### config.mk
export PLATFORM = sky130hd
export DESIGN_NAME = bsg_mem_1rw_sync_mask_write_bit_banked_init
export DESIGN_NICKNAME = d
export VERILOG_FILES = /design/src/rtl/bsg_mem_banked_init_pkg.sv /design/src/rtl/bsg_mem_1rw_sync_mask_write_bit.sv /design/src/rtl/bsg_mem_1rw_sync_mask_write_bit_banked_init.sv
export SDC_FILE = /design/constraint.sdc
export NUM_CORES = 1
export LEC_CHECK = 0
export CORE_MARGIN = 8
export CORE_UTILIZATION = 54
export DETAILED_ROUTE_END_ITERATION = 16
export PLACE_DENSITY = 0.76
export SLEW_MARGIN = 20
export SYNTH_ARGS = -nofsm -noshare
export SYNTH_HDL_FRONTEND = slang
export SYNTH_HIERARCHICAL = 1
export SYNTH_SLANG_ARGS = --single-unit
### constraint.sdc
create_clock -name clk_i -period 2.4 [get_ports clk_i]
set_clock_uncertainty 0.05 [all_clocks]
set_input_delay 0.24 -clock clk_i [delete_from_list [all_inputs] [get_ports clk_i]]
set_output_delay 0.24 -clock clk_i [all_outputs]
set_load 0.01 [all_outputs]
### src/rtl/bsg_mem_banked_init_pkg.sv
// Shared types and helpers for the banked, self-initialising 1RW memory.
package bsg_mem_banked_init_pkg;

   typedef enum logic {eInit, eReady} bsg_mem_init_state_e;

   // Address width that never collapses to zero bits for a depth of one.
   function automatic int safe_clog2(input int n);
      return (n <= 1) ? 1 : $clog2(n);
   endfunction

endpackage

### src/rtl/bsg_mem_1rw_sync_mask_write_bit.sv
// Single-port synchronous memory with per-bit write mask and registered read data.
module bsg_mem_1rw_sync_mask_write_bit
   import bsg_mem_banked_init_pkg::*;
#(parameter int width_p           = 8
 ,parameter int els_p             = 8
 ,parameter int latch_last_read_p = 1
 ,parameter int addr_width_lp     = safe_clog2(els_p)
)
(input  logic                     clk_i
,input  logic                     v_i
,input  logic                     w_i
,input  logic [addr_width_lp-1:0] addr_i
,input  logic [width_p-1:0]       data_i
,input  logic [width_p-1:0]       w_mask_i
,output logic [width_p-1:0]       data_o
);

   logic [width_p-1:0] mem_r [els_p];
   logic [width_p-1:0] data_r;

   always_ff @(posedge clk_i)
      if (v_i & w_i)
         mem_r[addr_i] <= (mem_r[addr_i] & ~w_mask_i) | (data_i & w_mask_i);

   // Without latching, the read register is free to follow any access.
   if (latch_last_read_p != 0) begin : latch
      always_ff @(posedge clk_i)
         if (v_i & ~w_i) data_r <= mem_r[addr_i];
   end else begin : nolatch
      always_ff @(posedge clk_i)
         if (v_i) data_r <= mem_r[addr_i];
   end

   assign data_o = data_r;

endmodule

### src/rtl/bsg_mem_1rw_sync_mask_write_bit_banked_init.sv
// Depth-banked 1RW bit-mask memory with a sweep engine that fills every word
// with init_val_p after reset or on clear_i; ready_o gates client access.
module bsg_mem_1rw_sync_mask_write_bit_banked_init
   import bsg_mem_banked_init_pkg::*;
#(parameter int width_p           = 8
 ,parameter int els_p             = 16
 ,parameter int num_banks_p       = 2
 ,parameter int latch_last_read_p = 1
 ,parameter int init_on_reset_p   = 1
 ,parameter logic [width_p-1:0] init_val_p = '0
 ,parameter int addr_width_lp      = safe_clog2(els_p)
 ,parameter int bank_els_lp        = els_p / num_banks_p
 ,parameter int bank_addr_width_lp = safe_clog2(bank_els_lp)
 ,parameter int bank_sel_width_lp  = safe_clog2(num_banks_p)
)
(input  logic                     clk_i
,input  logic                     reset_i
,input  logic                     v_i
,input  logic                     w_i
,input  logic [addr_width_lp-1:0] addr_i
,input  logic [width_p-1:0]       data_i
,input  logic [width_p-1:0]       w_mask_i
,input  logic                     clear_i
,output logic                     ready_o
,output logic [width_p-1:0]       data_o
);

   localparam logic [bank_addr_width_lp:0] cnt_last_lp = (bank_addr_width_lp+1)'(bank_els_lp-1);
   localparam bsg_mem_init_state_e reset_state_lp = (init_on_reset_p != 0) ? eInit : eReady;

   bsg_mem_init_state_e state_r, state_n;
   logic [bank_addr_width_lp:0] cnt_r, cnt_n;
   logic [bank_sel_width_lp-1:0] bank_sel, rd_bank_r;
   logic [bank_addr_width_lp-1:0] row, bank_addr;
   logic [width_p-1:0] bank_data, bank_mask;
   logic sweep, access, bank_w;
   logic [num_banks_p-1:0] bank_v;
   logic [num_banks_p-1:0][width_p-1:0] bank_data_lo;

   always_ff @(posedge clk_i or posedge reset_i)
      if (reset_i) begin
         state_r   <= reset_state_lp;
         cnt_r     <= '0;
         rd_bank_r <= '0;
      end else begin
         state_r <= state_n;
         cnt_r   <= cnt_n;
         if (access & ~w_i) rd_bank_r <= bank_sel;
      end

   always_comb begin
      state_n = state_r;
      cnt_n   = cnt_r;
      ready_o = 1'b0;
      case (state_r)
         eInit: begin
            cnt_n = cnt_r + 1'b1;
            if (cnt_r == cnt_last_lp) begin
               state_n = eReady;
               cnt_n   = '0;
            end
         end
         eReady: begin
            ready_o = 1'b1;
            // An access in the same cycle as clear_i still completes.
            if (clear_i) begin
               state_n = eInit;
               cnt_n   = '0;
            end
         end
         default: state_n = reset_state_lp;
      endcase
   end

   assign sweep  = (state_r == eInit);
   assign access = v_i & ready_o;
   assign row    = addr_i[bank_addr_width_lp-1:0];

   if (num_banks_p > 1) begin : sel
      assign bank_sel = addr_i[addr_width_lp-1 -: bank_sel_width_lp];
      assign data_o   = bank_data_lo[rd_bank_r];
   end else begin : nosel
      assign bank_sel = '0;
      assign data_o   = bank_data_lo[0];
   end

   // During the sweep every bank writes the same row in parallel.
   assign bank_addr = sweep ? cnt_r[bank_addr_width_lp-1:0] : row;
   assign bank_data = sweep ? init_val_p : data_i;
   assign bank_mask = sweep ? {width_p{1'b1}} : w_mask_i;
   assign bank_w    = sweep | w_i;

   for (genvar b = 0; b < num_banks_p; b++) begin : bank
      assign bank_v[b] = sweep | (access & (bank_sel == bank_sel_width_lp'(b)));

      bsg_mem_1rw_sync_mask_write_bit #(
         .width_p(width_p)
        ,.els_p(bank_els_lp)
        ,.latch_last_read_p(latch_last_read_p)
      ) mem (
         .clk_i(clk_i)
        ,.v_i(bank_v[b])
        ,.w_i(bank_w)
        ,.addr_i(bank_addr)
        ,.data_i(bank_data)
        ,.w_mask_i(bank_mask)
        ,.data_o(bank_data_lo[b])
      );
   end

   addr_in_range: assert property (@(posedge clk_i) disable iff (reset_i)
      access |-> (32'(addr_i) < els_p));

endmodule
==> results_dict.tcl <==
# collected from the flow reports
set metrics [dict create \
    crit_buf_inv 0 \
    rr_worst_depth 5 \
    antenna_found_initial 0 \
    cts_buffers 17 \
    synth.avg_cell_area_sq_um 16.56 \
    finalNetCount 520 \
    synthMuxAreaShare_pct 14.06 \
    critical_path_class "reg -> reg" \
    critPathSlowestCell "dfrtp_2" \
    status "complete, no violations" \
    drtIter0Drc 271 \
    cp-end-kind "register" \
    cts.htree.levels 4 \
    powerDensity_nw_per_um2 1581 \
    logic_family "multiplexers" \
    fp_nets 419 \
    synth_top_area_share_pct 66.46 \
    grt_pass1_vias 3965 \
    tns_ns 0 \
    drive_gt1_share_pct 29.98 \
    worst_ep_required_time_ns 2.50 \
    drt-wirelength-per-cell_um 21.41 \
    critical_path.max_stage_delay_ns 0.50 \
    antenna_left 0 \
    hold_violations 0 \
    path_common_cell "mux2_2" \
    crit_chain "mux2_2 > mux2_4 > a221oi_2 > o21ai_2 > mux2_2" \
    grt_max_degree 24 \
    rsz0062_at_grt "no" \
    ff_type "edfxtp_1" \
    synthToLayoutAreaGrowth_pct 23.02 \
    grt-ovfl-total 0 \
    hpwl_um 9380 \
    min_period_ns 2.321 \
    maxCapViolations 0 \
    edf_count 144 \
    cp.arrival_ns 2.42 \
    synth_chip_area_sq_um 6506 \
    io_buffers 33 \
    io_pins 34 \
    drc_errors 0 \
    clockBufferDepth 2 \
    r2r-end "bank[0].mem/mem_r[5][4]" \
    cts_tree "done" \
    clk_pin_slew_ns 0.06 \
    netlist_instances 393 \
    fin_crit_sh_pct 96.69 \
    ys_seq_elements 150 \
    num_rows 40 \
    ys_sh_xor_pct 0.1346 \
    cts-hold-fix-buffers 1 \
    max_slew.worst_pin.slew_ns 0.4826 \
    hold_class "in -> reg" \
    final_cell_area_sq_um 8004 \
    ys_seq_share_pct 68.77 \
    yosys_cells 393 \
    wl_um 14000 \
]
-- metrics by stage --
step           std cells  setup slack [ns]  hold WS, ns
3_3_place_gp         620           -0.1928       0.4205
4_1_cts              653           0.03180       0.4548
2_1_floorplan        393           0.05801     -0.01904
6_report             654           0.07946       0.4688
3_5_place_dp         620           -0.2149       0.4373
5_1_grt              654          0.008697       0.4690
-- cell usage after synthesis, types with 3 or more instances --
| master | count |
|---|---|
| nor2_1 | 21 |
| edfxtp_1 | 144 |
| buf_6 | 7 |
| mux2_2 | 31 |
| nand2_1 | 10 |
| nand3_1 | 6 |
| nor2b_1 | 4 |
| o22ai_1 | 4 |
| dfrtp_1 | 6 |
| o221ai_2 | 10 |
| nand2b_1 | 13 |
| o22a_1 | 10 |
| mux2i_1 | 52 |
| nor3_1 | 4 |
| o21ai_0 | 3 |
| buf_4 | 4 |
| nand3b_1 | 6 |
| buf_2 | 4 |
| and2_1 | 8 |
| o21ai_1 | 4 |
| mux2_4 | 3 |
| inv_1 | 8 |
-- worst min-delay path by stage --
| stage | depth (start not counted) | startpoint | end | slack, ns |
|---|---|---|---|---|
| after floorplan | 1 | reset_i | cnt_r[0] | -0.02 |
| after global placement | 2 | reset_i | rd_bank_r | 0.42 |
| after detailed placement | 2 | reset_i | rd_bank_r | 0.44 |
| after CTS | 2 | addr_i[3] | rd_bank_r | 0.45 |
| after global routing | 2 | addr_i[3] | rd_bank_r | 0.47 |
| final | 2 | addr_i[3] | rd_bank_r | 0.47 |
-- power by group --
group	internal (W)	switching (W)
sequential	0.00432	0.000315
clock	0.00131	0.00102
combinational	0.00261	0.00307
total	0.00824	0.00441
-- cells by family (layout without fill, tap and decap cells) --
kind of cell,Yosys count,after routing
flops,150,150
fa+ha+maj,1,1
xor+xnor,1,1
buf+inv,26,139
simple gates,84,84
mux,86,87
compound gates,45,45
-- registers in the layout, summed over array words and instances (netlist names) --
signal	cells
rd_bank_r	1
cnt_r	4
state_r	1
bank.mem/mem_r	128
bank.mem/data_o	16
-- placed cells by master (no fill, tap or decap), types with 3 or more instances in the layout --
master / n
nand2b_1: 13
o221ai_2: 10
o21ai_0: 3
clkinvlp_4: 6
edfxtp_1: 144
nand2_1: 10
clkdlybuf4s50_1: 33
mux2_4: 6
mux2i_1: 52
o22a_1: 10
clkinv_2: 4
buf_4: 58
nor2b_1: 4
clkbuf_16: 17
o22ai_1: 4
o21ai_1: 4
and2_1: 8
nor2_1: 21
nand3b_1: 6
dfrtp_1: 5
mux2_2: 29
clkbuf_1: 3
buf_12: 7
nand3_1: 6
inv_1: 8
-- routing by layer --
layer  track usage (%)  vias to the layer above  routed length, um
li1                  -                     1738                  -
met1             21.89                     1898               5974
met2             30.51                      118               7019
met3             4.852                       18                768
met4             7.148                        0                240
met5                 0                        -                  0
-- area by class of cell --
| cell class | count | area, sq um | share of cell area [%] |
|---|---|---|---|
| well taps | 147 | 183.9 | 2.298 |
| inverters | 8 | 30.03 | 0.3752 |
| clock inverters | 12 | 82.58 | 1.032 |
| repair buffers | 99 | 915.9 | 11.44 |
| flip-flops and latches | 150 | 4476 | 55.92 |
| multi-input cells | 218 | 1879 | 23.48 |
| clock buffers | 20 | 436.7 | 5.456 |
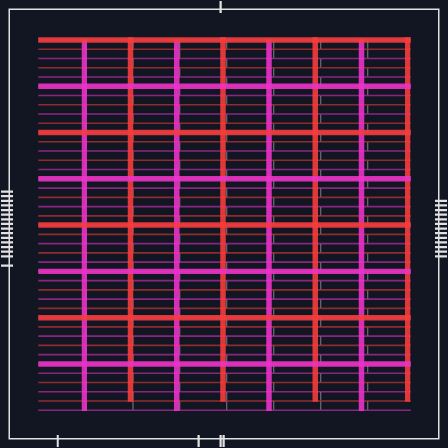
*Power grid*
Pins as bars on the die edge. Tap cells in gray.
legend:
  VSS:
    color: magenta
  VDD:
    color: red
rows: 40
met1 rails: 41
met5 straps: 8
tap cells: 147
signal pins: 34
VDD IR max: 0.9046 mV
Core Box Area: 11910 sq um
DIE HEIGHT: 125.8 um
Die X: 125.8 um

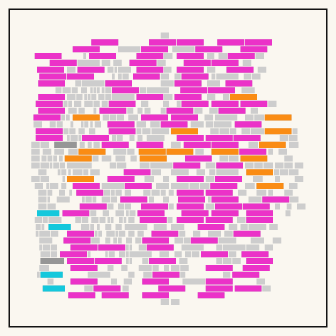
*Sequential cells grouped by signal name*
Other sequential cells in the stronger gray, the rest of the logic in the fainter gray.
legend:
  bank.mem/data_o:
    color: orange
    sequential_cells: 16
  cnt_r:
    color: cyan
    sequential_cells: 4
    where: lower left
  bank.mem/mem_r:
    color: magenta
    sequential_cells: 128
flop share of the area: 55.92%
Seq. cell area: 4476 sq um
P_seq: 0.00463 W
Core Util, Final: 67.20%

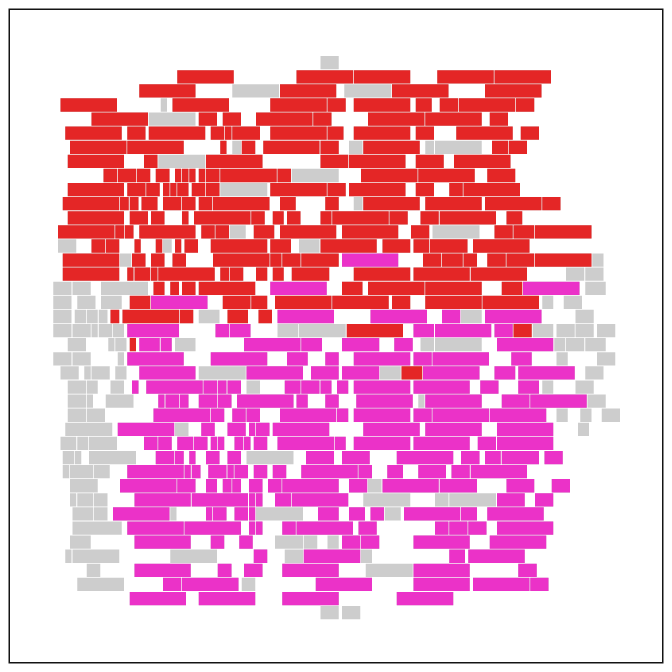
*Sub-block map*
Other cells in gray.
legend:
  bank[0].mem:
    color: red
    cells: 188
  bank[1].mem:
    color: magenta
    cells: 191
not colored: 128
total die size: 15820 sq um
final non-filler cell total: 654

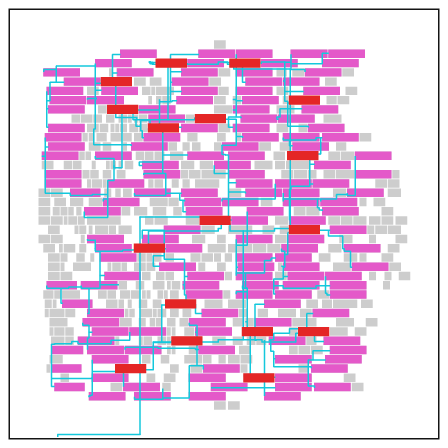
*Clock distribution*
legend:
  cells driving clock nets:
    color: red
    count: 17
  clock wires:
    color: cyan
    length: 1670 um
  flip-flops:
    color: magenta
    count: 150
flops lie: widely spread
clk ins delay skew pair: 0.42 ns
Clock power frac: 18.5%

Power figures rest on the tool's default switching activity, not on a simulated workload.
